$ cat config.mk
export PLATFORM = sky130hd
export DESIGN_NAME = rv32_instr_responder
export DESIGN_NICKNAME = d
export VERILOG_FILES = /design/src/rtl/rv32_instr_responder.sv
export SDC_FILE = /design/constraint.sdc
export NUM_CORES = 1
export LEC_CHECK = 0
export CORE_UTILIZATION = 49
export DETAILED_ROUTE_END_ITERATION = 16
export PLACE_DENSITY = 0.78
export SYNTH_ARGS = -nofsm -noshare
export SYNTH_HDL_FRONTEND = slang
export SYNTH_SLANG_ARGS = --single-unit
$ cat constraint.sdc
create_clock -name clk -period 3.5 [get_ports clk]
set_input_delay 0.875 -clock clk [delete_from_list [all_inputs] [get_ports clk]]
set_output_delay 0.875 -clock clk [all_outputs]
set_load 0.05 [all_outputs]
$ cat src/rtl/rv32_instr_responder.sv
// Instruction-bus responder: decode, one-entry hold register, wait-state fill.
// Optional counters via `define RV32_INSTR_RESP_STATS_EN.
module rv32_instr_responder #(
  parameter logic [31:0] BASE_ADDR = 32'h0000_0000,
  parameter int SIZE_WORDS = 1024,
  parameter int MEM_ADDR_WIDTH = 10,
  parameter int WAIT_STATES = 1
) (
  input  logic clk,
  input  logic reset_n,
  input  logic instr_read_in,
  input  logic [31:0] instr_address_in,
  input  logic invalidate_in,
  output logic [31:0] instr_read_value_out,
  output logic instr_fault_out,
  output logic instr_stall_out,
  output logic mem_en_out,
  output logic [MEM_ADDR_WIDTH-1:0] mem_addr_out,
  input  logic [31:0] mem_rdata_in
`ifdef RV32_INSTR_RESP_STATS_EN
  ,
  output logic [31:0] stat_hits_out,
  output logic [31:0] stat_misses_out,
  output logic [31:0] stat_faults_out
`endif
);

  localparam logic [31:0] NOP = 32'h0000_0013;
  localparam logic [32:0] REGION_BYTES = 33'(SIZE_WORDS) * 33'd4;

  typedef enum logic {IDLE, WAIT} state_t;

  state_t state, state_next;
  logic [31:0] hold_addr;
  logic [31:0] hold_data;
  logic hold_valid;
  logic [3:0] wait_cnt;
  logic [31:0] pend_addr;
  logic pend_kill;

  logic [32:0] offset;
  logic fault;
  logic hit;
  logic start;

  // 33-bit offset so the last word of a top-of-space region cannot wrap
  assign offset = {1'b0, instr_address_in} - {1'b0, BASE_ADDR};
  assign fault = (instr_address_in[1:0] != 2'b00)
               | (instr_address_in < BASE_ADDR)
               | (offset >= REGION_BYTES);
  assign hit = hold_valid && (instr_address_in == hold_addr);
  assign mem_addr_out = offset[MEM_ADDR_WIDTH+1:2];

  always_comb begin
    instr_read_value_out = NOP;
    instr_fault_out = 1'b0;
    instr_stall_out = 1'b0;
    mem_en_out = 1'b0;
    start = 1'b0;
    state_next = state;
    if (!reset_n) begin
      instr_stall_out = instr_read_in;
    end else if (instr_read_in) begin
      if (fault) begin
        instr_fault_out = 1'b1;
      end else if (hit) begin
        instr_read_value_out = hold_data;
      end else begin
        instr_stall_out = 1'b1;
        if (state == IDLE) begin
          mem_en_out = 1'b1;
          start = 1'b1;
        end
      end
    end
    unique case (state)
      IDLE: if (start) state_next = WAIT;
      WAIT: if (wait_cnt == 4'd0) state_next = IDLE;
      default: state_next = IDLE;
    endcase
  end

  always_ff @(posedge clk) begin
    if (!reset_n) begin
      state <= IDLE;
      hold_addr <= 32'h0;
      hold_data <= NOP;
      hold_valid <= 1'b0;
      wait_cnt <= 4'd0;
      pend_addr <= 32'h0;
      pend_kill <= 1'b0;
    end else begin
      state <= state_next;
      if (start) begin
        pend_addr <= instr_address_in;
        wait_cnt <= 4'(WAIT_STATES);
        pend_kill <= 1'b0;
      end
      if (state == WAIT) begin
        if (wait_cnt == 4'd0) begin
          hold_data <= mem_rdata_in;
          hold_addr <= pend_addr;
          hold_valid <= !pend_kill;
          pend_kill <= 1'b0;
        end else begin
          wait_cnt <= wait_cnt - 4'd1;
          if (invalidate_in) pend_kill <= 1'b1;
        end
      end
      // Last assignment wins, so fence.i beats a same-cycle fill
      if (invalidate_in) hold_valid <= 1'b0;
    end
  end

`ifdef RV32_INSTR_RESP_STATS_EN
  logic hit_served;
  assign hit_served = reset_n && instr_read_in && !fault && hit;

  always_ff @(posedge clk) begin
    if (!reset_n) begin
      stat_hits_out <= 32'h0;
      stat_misses_out <= 32'h0;
      stat_faults_out <= 32'h0;
    end else begin
      if (hit_served && stat_hits_out != 32'hFFFF_FFFF)
        stat_hits_out <= stat_hits_out + 32'd1;
      if (mem_en_out && stat_misses_out != 32'hFFFF_FFFF)
        stat_misses_out <= stat_misses_out + 32'd1;
      if (instr_fault_out && stat_faults_out != 32'hFFFF_FFFF)
        stat_faults_out <= stat_faults_out + 32'd1;
    end
  end
`endif

endmodule

Met1 routing:
(4 px per um) Cells faint in the background.
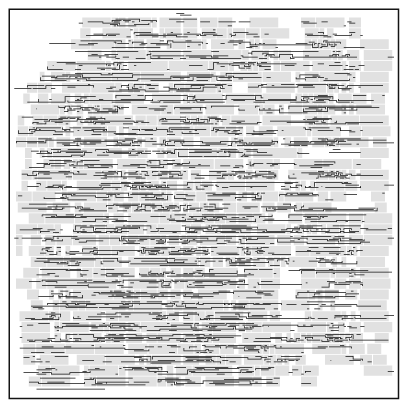
wire length on this layer: 5950 um
share of all routed wire: 35%
nets with wire on the layer: 694
longest straight run: 36.8 um
main direction: horizontal

Signal wires on met3:
(3 px per um) Cells faint in the background.
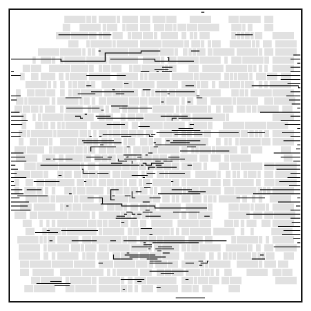
wire length on this layer: 1290 um
share of all routed wire: 7.7%
main direction: horizontal
total routed wirelength: 16800 um
via count: 4868
met3 Resource Use GR: 6.94%

Signal wires on met4:
(3 px per um) Cells faint in the background.
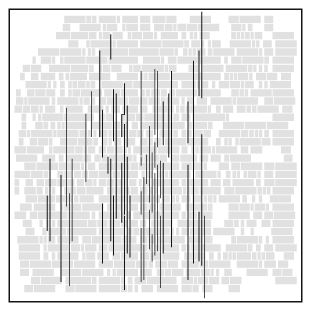
main direction: vertical
longest straight run: 67.3 um
wire length on this layer: 1230 um

==> notes.md <==
This memo summarizes the results of the implementation run.

Status
The run finished, with violations left. The checks that failed: negative setup slack.

Place
At the end of routability-driven placement, the weighted congestion stood at 0.915. In this run the tool buffered the top-level ports with around 110 buffer cells.

Critical path
The critical path maximum fanout is 8. The number of cells traversed by the worst register-to-register path is 18. STA lists the endpoint of the worst register-to-register path as pend_addr[29].

The kind of launch point of the worst setup path is an input port. STA lists the startpoint of the worst register-to-register path as hold_addr[0]. The worst setup slack for register-to-register paths is roughly 0.33 ns.

STA
The final-layout setup total negative slack is -9.39 ns. The count of final hold-check violations is 0. After layout, the worst setup slack is -0.378 ns. For this run, the top clock speed supported by timing is about 260 MHz. The final worst clock skew is approximately 0.012 ns.

The transition time at the pin with the least slew margin is between 1 and 1.5 ns. The last timing report of the flow puts the setup violation total at 34. Across all checked pins, the minimum headroom to the slew limit is 14.9%. The number of max-slew violations in the final report is 0.

Yosys
The net count after synthesis is ~600. The count of warnings emitted by yosys is 0. Dividing the synthesized area by the synthesized cell count gives roughly 8.3 um2. The post-synth count of flops with an enable pin is 0. The synthesis run shows the most used standard cells to be sky130_fd_sc_hd__nand2_1, sky130_fd_sc_hd__dfxtp_1, sky130_fd_sc_hd__a21oi_1.

The register area share after synthesis is a little under half. The post-synth register bit count is just over 100. Yosys reports that the leading cell type by area covers a little under half of the netlist area.

CTS
The clock latency of the later-clocked register in the worst-skew pair is between 0.3 and 0.4 ns. In this run the post-CTS setup repair buffer count came out at roughly 48. TritonCTS built the clock tree. The number of hold-repair buffers added at the cts stage is 0. The worst-case clock buffer depth is 2. After clock tree synthesis, the clock-pin slew on the worst setup and hold paths is around 0.1 ns. The clock buffer count from CTS is 9.

Layout
The layout overhead on the synthesized area is 65.2%. The largest registers in the layout are hold_addr x32, hold_data x32, pend_addr x32.

Min path
In this run the worst hold path is classified as reg2reg. The depth of the worst hold-timing path is 2. The worst min-delay path endpoint is hold_data[29].

GRT
The via count of the first global-routing pass was 4739. The wire length of the first global-routing pass is 23800 um. Entering global routing, the biggest net connects ~68 pins.

The global-route congestion overflow total is 0.

Power
The combinational fraction of design power is 13.1%. Per report_power, the clock group accounts for between 30% and 40% of the total. The power per unit of standard cell area is between 300 and 400 nW/um2.

The static leakage power is 2.87 nW.

Floorplanning
The core region is about 8700 um2. The placement row count is 34. Once the floorplan was initialized, standard cells occupied 50.7% of the core.

Flow run
Across all stage logs, warnings added up to 29. The run reported a max-capacitance violation count of 0.

Route
After detailed routing, the number of remaining DRC violations is 0. The DRC violation total after the first TritonRoute iteration is approximately 350. In this run the remaining antenna-violating nets after routing total 0. The number of detailed-route iterations in the first pass is 5.
Signal wires on met2:
(4 px per um)
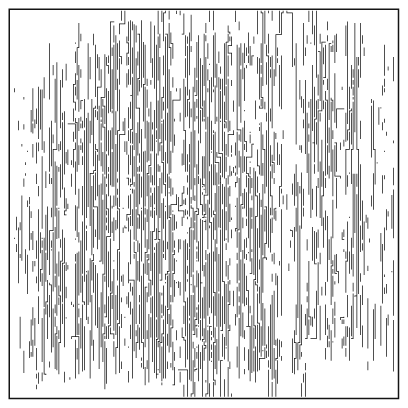
longest straight run: 47.9 um
main direction: vertical
share of all routed wire: 50%
wire length on this layer: 8310 um

Routing congestion map:
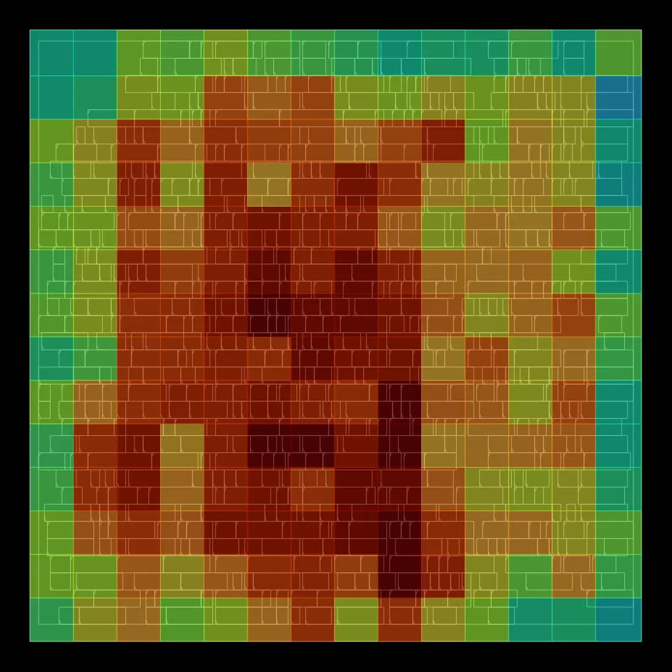
share of the core filled with cells in the final layout: 83.7%
overall global routing resource usage: 32.0%
Routed wire per std cell: 20.4 um
met2 global-route usage: 56.8%
most crowded layer after global routing: met2

-- worst max-delay path by stage --
stage,cells after the start,end,from
2_1_floorplan,6,instr_read_value_out[10],instr_address_in[9]
3_3_place_gp,8,instr_read_value_out[0],instr_address_in[3]
3_5_place_dp,8,instr_read_value_out[1],instr_address_in[4]
4_1_cts,9,instr_read_value_out[0],instr_address_in[4]
5_1_grt,9,instr_read_value_out[1],instr_address_in[20]
6_report,9,instr_read_value_out[0],instr_address_in[30]
-- power groups by stage --
| stage | sequential (mW) | clock (mW) | combinational (mW) |
|---|---|---|---|
| after floorplan | 1.20 | 0 | 0.0815 |
| after CTS | 1.17 | 0.755 | 0.252 |
| after detailed placement | 1.20 | 0 | 0.208 |
| final | 1.17 | 0.773 | 0.293 |
| after global routing | 1.17 | 0.819 | 0.302 |
| after global placement | 1.20 | 0 | 0.206 |
-- through the flow --
step                total power [mW]  setup WS, ns  cells
finish                          2.24        -0.378    823
global placement                1.40        -0.666    752
CTS                             2.18        -0.147    818
detailed placement              1.41        -0.699    752
global route                    2.29        -0.401    823
floorplan                       1.28        0.0595    533
-- worst max-delay path: stages --
cell and delay [ns]:
sky130_fd_sc_hd__buf_2 0.14, sky130_fd_sc_hd__xnor2_2 0.24, sky130_fd_sc_hd__nand4_1 0.32, sky130_fd_sc_hd__or4_4 0.55
sky130_fd_sc_hd__nor4_4 0.17, sky130_fd_sc_hd__buf_6 0.19, sky130_fd_sc_hd__buf_12 0.13, sky130_fd_sc_hd__or2b_1 0.23
sky130_fd_sc_hd__buf_6 0.15
-- layout make-up --
cell class,count,area (um2)
multi-input cells,384,2710
repair buffers,209,2190
flip-flops and latches,103,2060
fillers,466,1420
clock buffers,11,141
well taps,108,135
clock inverters,4,55.1
inverters,4,15.0
-- metal layers --
layer	GRT usage [%]	vias up
met1	35.5	2319
met2	56.8	312
met5	0	-
met3	6.94	114
met4	17.5	0
li1	-	2123
-- kinds of logic after synthesis --
kind of cell,count (synthesis),share of synthesized area [%]
flops,103,46.7
simple gates,260,29.2
buf+inv,46,5.07
mux,10,2.27
compound gates,78,9.46
xor+xnor,34,6.74
fa+ha+maj,2,0.566
-- cell usage in the layout, fill, tap and decap left out, types with 3 or more instances in the layout --
master                            count
sky130_fd_sc_hd__a21oi_1             62
sky130_fd_sc_hd__and2_2               6
sky130_fd_sc_hd__and2_4              23
sky130_fd_sc_hd__and3b_1             20
sky130_fd_sc_hd__buf_12              35
sky130_fd_sc_hd__buf_2                8
sky130_fd_sc_hd__buf_4               96
sky130_fd_sc_hd__buf_6               22
sky130_fd_sc_hd__clkbuf_2             3
sky130_fd_sc_hd__clkbuf_8            10
sky130_fd_sc_hd__clkdlybuf4s50_1     40
sky130_fd_sc_hd__dfxtp_1            103
sky130_fd_sc_hd__inv_1                3
sky130_fd_sc_hd__mux2i_1             10
sky130_fd_sc_hd__nand2_1            154
sky130_fd_sc_hd__nand3_1              5
sky130_fd_sc_hd__nand4_1             16
sky130_fd_sc_hd__nor2_1               6
sky130_fd_sc_hd__nor3b_1              3
sky130_fd_sc_hd__o21ai_0              4
sky130_fd_sc_hd__or4_4                4
sky130_fd_sc_hd__xnor2_2             19
sky130_fd_sc_hd__xnor2_4             12
Power and IR drop assume default switching activity.
